**src/rtl/spi_pkg.sv**
```systemverilog
// Shared types and frame constants for the single-clock SPI master.
package spi_pkg;

  localparam int unsigned FRAME_BITS = 10;
  localparam int unsigned RX_BITS    = 8;

  typedef enum logic [1:0] {
    WR_ADDR = 2'b00,
    WR_DATA = 2'b01,
    RD_ADDR = 2'b10,
    RD_DATA = 2'b11
  } cmd_e;

  typedef enum logic [2:0] {
    StIdle,
    StSel,
    StShift,
    StWaitRd,
    StCapt,
    StGap
  } state_e;

endpackage

```
**src/rtl/spi_shift_reg.sv**
```systemverilog
// Parallel-load, serial-in shift register; shifts toward the MSB.
module spi_shift_reg #(
  parameter int unsigned Width = 8
) (
  input  logic             clk_i,
  input  logic             rst_ni,
  input  logic             load_i,
  input  logic [Width-1:0] load_data_i,
  input  logic             shift_i,
  input  logic             serial_i,
  output logic [Width-1:0] data_o
);

  logic [Width-1:0] data_q;

  always_ff @(posedge clk_i or negedge rst_ni) begin
    if (!rst_ni) begin
      data_q <= '0;
    end else if (load_i) begin
      data_q <= load_data_i;
    end else if (shift_i) begin
      data_q <= {data_q[Width-2:0], serial_i};
    end
  end

  assign data_o = data_q;

endmodule

```
**src/rtl/spi_master.sv**
```systemverilog
// SPI initiator: serializes {cmd, wdata} frames and captures RD_DATA replies.
// Optional RD_ADDR/RD_DATA sequencing check enabled by SPI_MASTER_SEQ_CHECK_EN.
module spi_master
  import spi_pkg::*;
#(
  parameter int unsigned RD_LATENCY = 1,
  parameter int unsigned GAP_CYCLES = 1
) (
  input  logic       clk_i,
  input  logic       rst_ni,
  input  logic       start_i,
  input  logic [1:0] cmd_i,
  input  logic [7:0] wdata_i,
  output logic       busy_o,
  output logic       done_o,
  output logic [7:0] rx_data_o,
  output logic       err_o,
  output logic       ss_n_o,
  output logic       mosi_o,
  input  logic       miso_i
);

  localparam int unsigned CntMax0 = (GAP_CYCLES > FRAME_BITS) ? GAP_CYCLES : FRAME_BITS;
  localparam int unsigned CntMax  = (RD_LATENCY > CntMax0) ? RD_LATENCY : CntMax0;
  localparam int unsigned CntW    = $clog2(CntMax + 1);

  localparam logic [CntW-1:0] SelLast   = CntW'(1);
  localparam logic [CntW-1:0] ShiftLast = CntW'(FRAME_BITS - 1);
  localparam logic [CntW-1:0] WaitLast  = CntW'(RD_LATENCY - 1);
  localparam logic [CntW-1:0] CaptLast  = CntW'(RX_BITS - 1);
  localparam logic [CntW-1:0] GapLast   = CntW'(GAP_CYCLES - 1);

  state_e                state_q, state_d;
  logic [CntW-1:0]       cnt_q, cnt_d;
  cmd_e                  cmd_q, cmd_d;
  logic [RX_BITS-1:0]    rx_data_q, rx_data_d;
  logic                  accept, tx_shift, rx_shift;
  logic [FRAME_BITS-1:0] tx_word;
  logic [RX_BITS-1:0]    rx_word;

  spi_shift_reg #(
    .Width(FRAME_BITS)
  ) u_tx_shreg (
    .clk_i      (clk_i),
    .rst_ni     (rst_ni),
    .load_i     (accept),
    .load_data_i({cmd_i, wdata_i}),
    .shift_i    (tx_shift),
    .serial_i   (1'b0),
    .data_o     (tx_word)
  );

  spi_shift_reg #(
    .Width(RX_BITS)
  ) u_rx_shreg (
    .clk_i      (clk_i),
    .rst_ni     (rst_ni),
    .load_i     (1'b0),
    .load_data_i('0),
    .shift_i    (rx_shift),
    .serial_i   (miso_i),
    .data_o     (rx_word)
  );

  // Only the TX MSB drives the line; the RX MSB is shifted out before the final copy.
  logic unused_bits;
  assign unused_bits = ^{tx_word[FRAME_BITS-2:0], rx_word[RX_BITS-1]};

  always_ff @(posedge clk_i or negedge rst_ni) begin
    if (!rst_ni) begin
      state_q   <= StIdle;
      cnt_q     <= '0;
      cmd_q     <= WR_ADDR;
      rx_data_q <= '0;
    end else begin
      state_q   <= state_d;
      cnt_q     <= cnt_d;
      cmd_q     <= cmd_d;
      rx_data_q <= rx_data_d;
    end
  end

  always_comb begin
    state_d   = state_q;
    cnt_d     = cnt_q;
    cmd_d     = cmd_q;
    rx_data_d = rx_data_q;
    accept    = 1'b0;
    tx_shift  = 1'b0;
    rx_shift  = 1'b0;
    unique case (state_q)
      StIdle: begin
        if (start_i) begin
          accept  = 1'b1;
          cmd_d   = cmd_e'(cmd_i);
          cnt_d   = '0;
          state_d = StSel;
        end
      end
      StSel: begin
        if (cnt_q == SelLast) begin
          cnt_d   = '0;
          state_d = StShift;
        end else begin
          cnt_d = cnt_q + 1'b1;
        end
      end
      StShift: begin
        tx_shift = 1'b1;
        if (cnt_q == ShiftLast) begin
          cnt_d   = '0;
          state_d = (cmd_q == RD_DATA) ? StWaitRd : StGap;
        end else begin
          cnt_d = cnt_q + 1'b1;
        end
      end
      StWaitRd: begin
        if (cnt_q == WaitLast) begin
          cnt_d   = '0;
          state_d = StCapt;
        end else begin
          cnt_d = cnt_q + 1'b1;
        end
      end
      StCapt: begin
        rx_shift = 1'b1;
        if (cnt_q == CaptLast) begin
          // Last sample goes straight to the output alongside the shift.
          rx_data_d = {rx_word[RX_BITS-2:0], miso_i};
          cnt_d     = '0;
          state_d   = StGap;
        end else begin
          cnt_d = cnt_q + 1'b1;
        end
      end
      StGap: begin
        if (cnt_q == GapLast) begin
          cnt_d   = '0;
          state_d = StIdle;
        end else begin
          cnt_d = cnt_q + 1'b1;
        end
      end
      default: begin
        cnt_d   = '0;
        state_d = StIdle;
      end
    endcase
  end

  always_comb begin
    ss_n_o = 1'b1;
    mosi_o = 1'b0;
    done_o = 1'b0;
    busy_o = (state_q != StIdle);
    unique case (state_q)
      StSel, StShift: begin
        ss_n_o = 1'b0;
        mosi_o = tx_word[FRAME_BITS-1];
      end
      StWaitRd, StCapt: ss_n_o = 1'b0;
      StGap:            done_o = (cnt_q == '0);
      default:          ;
    endcase
  end

  assign rx_data_o = rx_data_q;

`ifdef SPI_MASTER_SEQ_CHECK_EN
  logic flag_q, flag_d;
  logic err_q, err_d;

  always_ff @(posedge clk_i or negedge rst_ni) begin
    if (!rst_ni) begin
      flag_q <= 1'b0;
      err_q  <= 1'b0;
    end else begin
      flag_q <= flag_d;
      err_q  <= err_d;
    end
  end

  // flag remembers an address phase that a data read may consume.
  always_comb begin
    flag_d = flag_q;
    err_d  = err_q;
    if (accept) begin
      err_d = (cmd_e'(cmd_i) == RD_DATA) && !flag_q;
    end
    if (done_o) begin
      if (cmd_q == RD_ADDR) begin
        flag_d = 1'b1;
      end else if (cmd_q == RD_DATA) begin
        flag_d = 1'b0;
      end
    end
  end

  assign err_o = err_q;
`else
  assign err_o = 1'b0;
`endif

endmodule

```
**config.mk**
```make
export PLATFORM = sky130hd
export DESIGN_NAME = spi_master
export DESIGN_NICKNAME = d
export VERILOG_FILES = /design/src/rtl/spi_pkg.sv /design/src/rtl/spi_shift_reg.sv /design/src/rtl/spi_master.sv
export SDC_FILE = /design/constraint.sdc
export NUM_CORES = 1
export LEC_CHECK = 0
export CAP_MARGIN = 10
export CELL_PAD_IN_SITES_DETAIL_PLACEMENT = 0
export CELL_PAD_IN_SITES_GLOBAL_PLACEMENT = 1
export CORE_UTILIZATION = 45
export CTS_CLUSTER_DIAMETER = 40
export CTS_CLUSTER_SIZE = 30
export DETAILED_ROUTE_END_ITERATION = 10
export PLACE_DENSITY_LB_ADDON = 0.15
export SYNTH_ARGS = -nofsm -noshare
export SYNTH_HDL_FRONTEND = slang
export SYNTH_HIERARCHICAL = 1
export SYNTH_SLANG_ARGS = --single-unit
```
**constraint.sdc**
```tcl
create_clock -name clk_i -period 2.9 [get_ports clk_i]
set_input_delay 0.87 -clock clk_i [delete_from_list [all_inputs] [get_ports clk_i]]
set_output_delay 0.87 -clock clk_i [all_outputs]
set_load 0.01 [all_outputs]
```
==> GITHUB_STEP_SUMMARY <==
## PnR job results

| Metric | Value |
|---|---|
| Status | `completed` |
| Post-layout period usage | `0.954` |
| Site Rows | `22` |
| Peak Freq | `0.362 GHz` |
| Global routing met1 resource utilization | `0.224` |
| Detailed route wirelength on metal3 | `155 um` |
| Setup repair after global routing missed its margin | `no` |
| Worst path slowest cell | `clkdlybuf4s50_1` |
| Required time of the critical path | `2030 ps` |
| Top cell excl fill/tap | `dfrtp_1` |
| Minimum setup slack among reg-to-reg paths | `950 ps` |
| Endpoint with the worst hold slack | `cmd_q[1]` |
| Post-detailed-route via-to-cell ratio | `5.00` |
| Total power | `0.00212 W` |
| Leakage power | `0.945 nW` |
| Internal power | `0.00135 W` |
| Port bufs | `25` |
| Hold Path Depth | `1` |
| Aggregate global-route resource usage | `0.182` |
| Highest cell delay on the worst timing path | `530 ps` |
| Critical path buffers and inverters | `2` |
| Root Driver | `clkbuf_8` |
| Buffers from clock root to sink, at most | `2` |
| Min-Delay Path Class | `flop to flop` |
| Startpoint type of the worst setup path | `flop` |
| Top layer in use | `met4` |
| Gate family responsible for the most delay along the worst path | `buffers and inverters` |
| Total power per unit cell area | `968 nW/um^2` |
| Worst-path fanout max | `11` |
| Clock tree from TritonCTS | `done` |
| Sequential share of power | `0.370` |
| Area overhead of the layout relative to synthesis | `23.3%` |
| Hold buffer count at cts | `0` |
| Count of H-tree levels built during CTS | `2` |
| Antenna Violating Nets Remaining | `0` |
| Measured slew at the worst slew-check pin | `614 ps` |
| Number of design-rule violations left by the first detailed-router iteration | `49` |
| Sink count of the clock tree | `34` |
| Number of pins with negative max-slew slack in the final report | `0` |
| Sort of element at the end of the critical path | `output pin` |
| Number of setup buffers added after CTS | `0` |
| Io pins | `27` |
| Overall routed net length | `3320 um` |
| Initial core utilization | `0.479` |
| Number of search-and-repair iterations in the first detailed-routing pass | `4` |
| # diodes | `0` |
| Net switching power | `0.000776 W` |
| Wire length of the first global-routing pass | `5800 um` |
| Core box area | `3720 um^2` |
| Hpwl dp | `2430 um` |
| Reg-to-Reg End | `state_q[0]` |
| Most instantiated logic cells after routing | `dfrtp_1, clkdlybuf4s50_1, nand2_1` |
| Antenna violations before repair | `0` |
| Global-route track usage on met3 | `0.0634` |
| Total vias in the final route | `1,270` |
| Chip area | `4210 um^2` |
| Drt drc | `0` |
| Post-Synthesis Cell Area | `1780 um^2` |
| Mean Syn Cell Area | `11.0 um^2` |
| Global placement routability congestion | `0.739` |
| Layout net count | `222` |
| Vias in the first global route | `1,291` |
| Max-capacitance violation count | `0` |
| Tool warning count | `28` |
| Yosys Warn Count | `6` |
| Inserted Clock Buffers | `5` |
| Crit path cell chain | `buf_4 -> or3_1 -> nand2_1 -> clkdlybuf4s50_1` |
| Clock Pin Slew Worst Setup and Hold Paths | `70 ps` |
| Post-CTS resize count | `0` |
| Fin. Hold Viols | `0` |
| Headroom to the max-slew limit | `0.587` |
| Startpoint of the most critical register-to-register path | `cnt_q[0]` |
| Critical path arrival | `1900 ps` |
| Met2 demand-to-capacity share in global routing | `0.296` |
| Proportion of layout cells with a drive suffix above 1 | `0.150` |
| Global route total overflow | `0` |
| Maximum number of pins on one net before global-route repair | `35` |
| Final period demand of the worst path | `2770 ps` |
| Final setup violation count | `0` |
| Met1 layer wirelength in the final routing | `1480 um` |
| Count of cells along the worst register-to-register path | `6` |
| Setup TNS | `0 ps` |
| Switching portion of total power | `0.365` |
| Most congested layer reported by global routing | `met2` |
| Combinational cell fraction of total power | `0.466` |
| Min-delay src | `cmd_q[1]` |
| Met2 routed wirelength | `1670 um` |
| Gate count after technology mapping | `162` |
| Startpoint-to-endpoint class of the critical path | `flop to output pin` |
| Wire length per cell after detailed routing | `13.1 um` |
[worst register-to-register path, delay by kind of cell, from the launching register on]
family / cells / cell delay [ps]
adder cells (fa/ha/maj): 1 / 150
flip-flops: 1 / 420
buffers and inverters: 2 / 160
multiplexers: 1 / 370
AND/OR/NAND/NOR: 1 / 370
AND-OR/OR-AND: 1 / 380
[flip-flops by register name (all words and copies together) (netlist names)]
name and count:
cmd_q 2, cnt_q 4, rx_data_o 8, state_q 3, u_rx_shreg/data_o 7, u_tx_shreg/data_o 10
[layout make-up]
type / instances / area [um^2]
fill: 340 / 1520
clock inverter: 1 / 5.00
timing repair buffer: 31 / 295
multi-input combinational: 127 / 875
tap: 48 / 60.1
clock buffer: 7 / 86.3
inverter: 6 / 22.5
sequential: 34 / 851
[stage by stage]
stage / setup WS [ps] / utilization / hold WS, ps / std cells / instance area [um^2]
3_5_place_dp: 447 / 0.566 / 498 / 246 / 2100
4_1_cts: 132 / 0.591 / 512 / 254 / 2190
5_1_grt: 46.4 / 0.591 / 528 / 254 / 2190
2_1_floorplan: 744 / - / 473 / 176 / 1830
3_3_place_gp: 484 / 0.566 / 486 / 246 / 2100
6_report: 135 / 0.591 / 506 / 254 / 2190
[power groups by stage]
stage	registers, W	logic, W	clock network [W]
2_1_floorplan	0.000774	0.000730	0
3_3_place_gp	0.000780	0.000957	0
3_5_place_dp	0.000795	0.000994	0
4_1_cts	0.000788	0.00100	0.000365
5_1_grt	0.000816	0.00111	0.000382
6_report	0.000785	0.000989	0.000349
[how the worst max path moves through the flow]
stage / start / endpoint / depth (start not counted)
detailed placement: state_q[2] / ss_n_o / 3
global route: state_q[0] / ss_n_o / 4
floorplan: state_q[1] / done_o / 3
CTS: state_q[0] / ss_n_o / 4
finish: state_q[0] / ss_n_o / 4
global placement: state_q[2] / ss_n_o / 3
==> images/floorplan.png <==
Pins as bars on the die edge. Tap cells in grey.
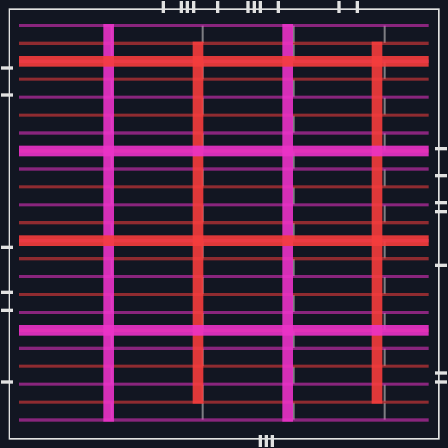
legend:
  VSS:
    colour: magenta
  VDD:
    colour: red
met4 straps: 4
met1 rails: 23
tap cells: 48
rows: 22
met5 straps: 4
VDD IR-drop max: 538 uV
die height: 64.9 um
width of the die: 64.9 um

==> images/clock_wires.png <==
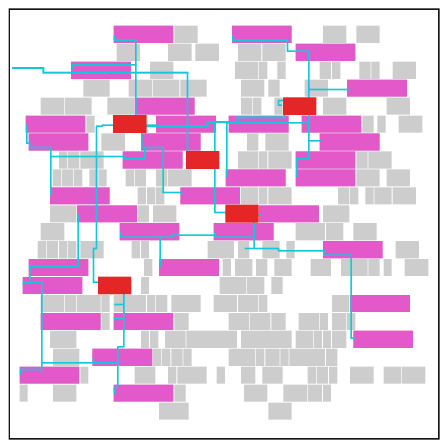
legend:
  flip-flops:
    colour: magenta
    count: 34
  clock-net drivers:
    colour: red
    count: 5
  clock wires:
    colour: cyan
    length: 395 um
flops lie: widely spread
routed clock nets: 6
clock share of power: 0.164
clock network latency to the later pin of the worst-skew pair: 270 ps
power drawn by the clock network: 0.000349 W
skew final: 3.98 ps

Power is estimated from default activity; no workload was simulated.
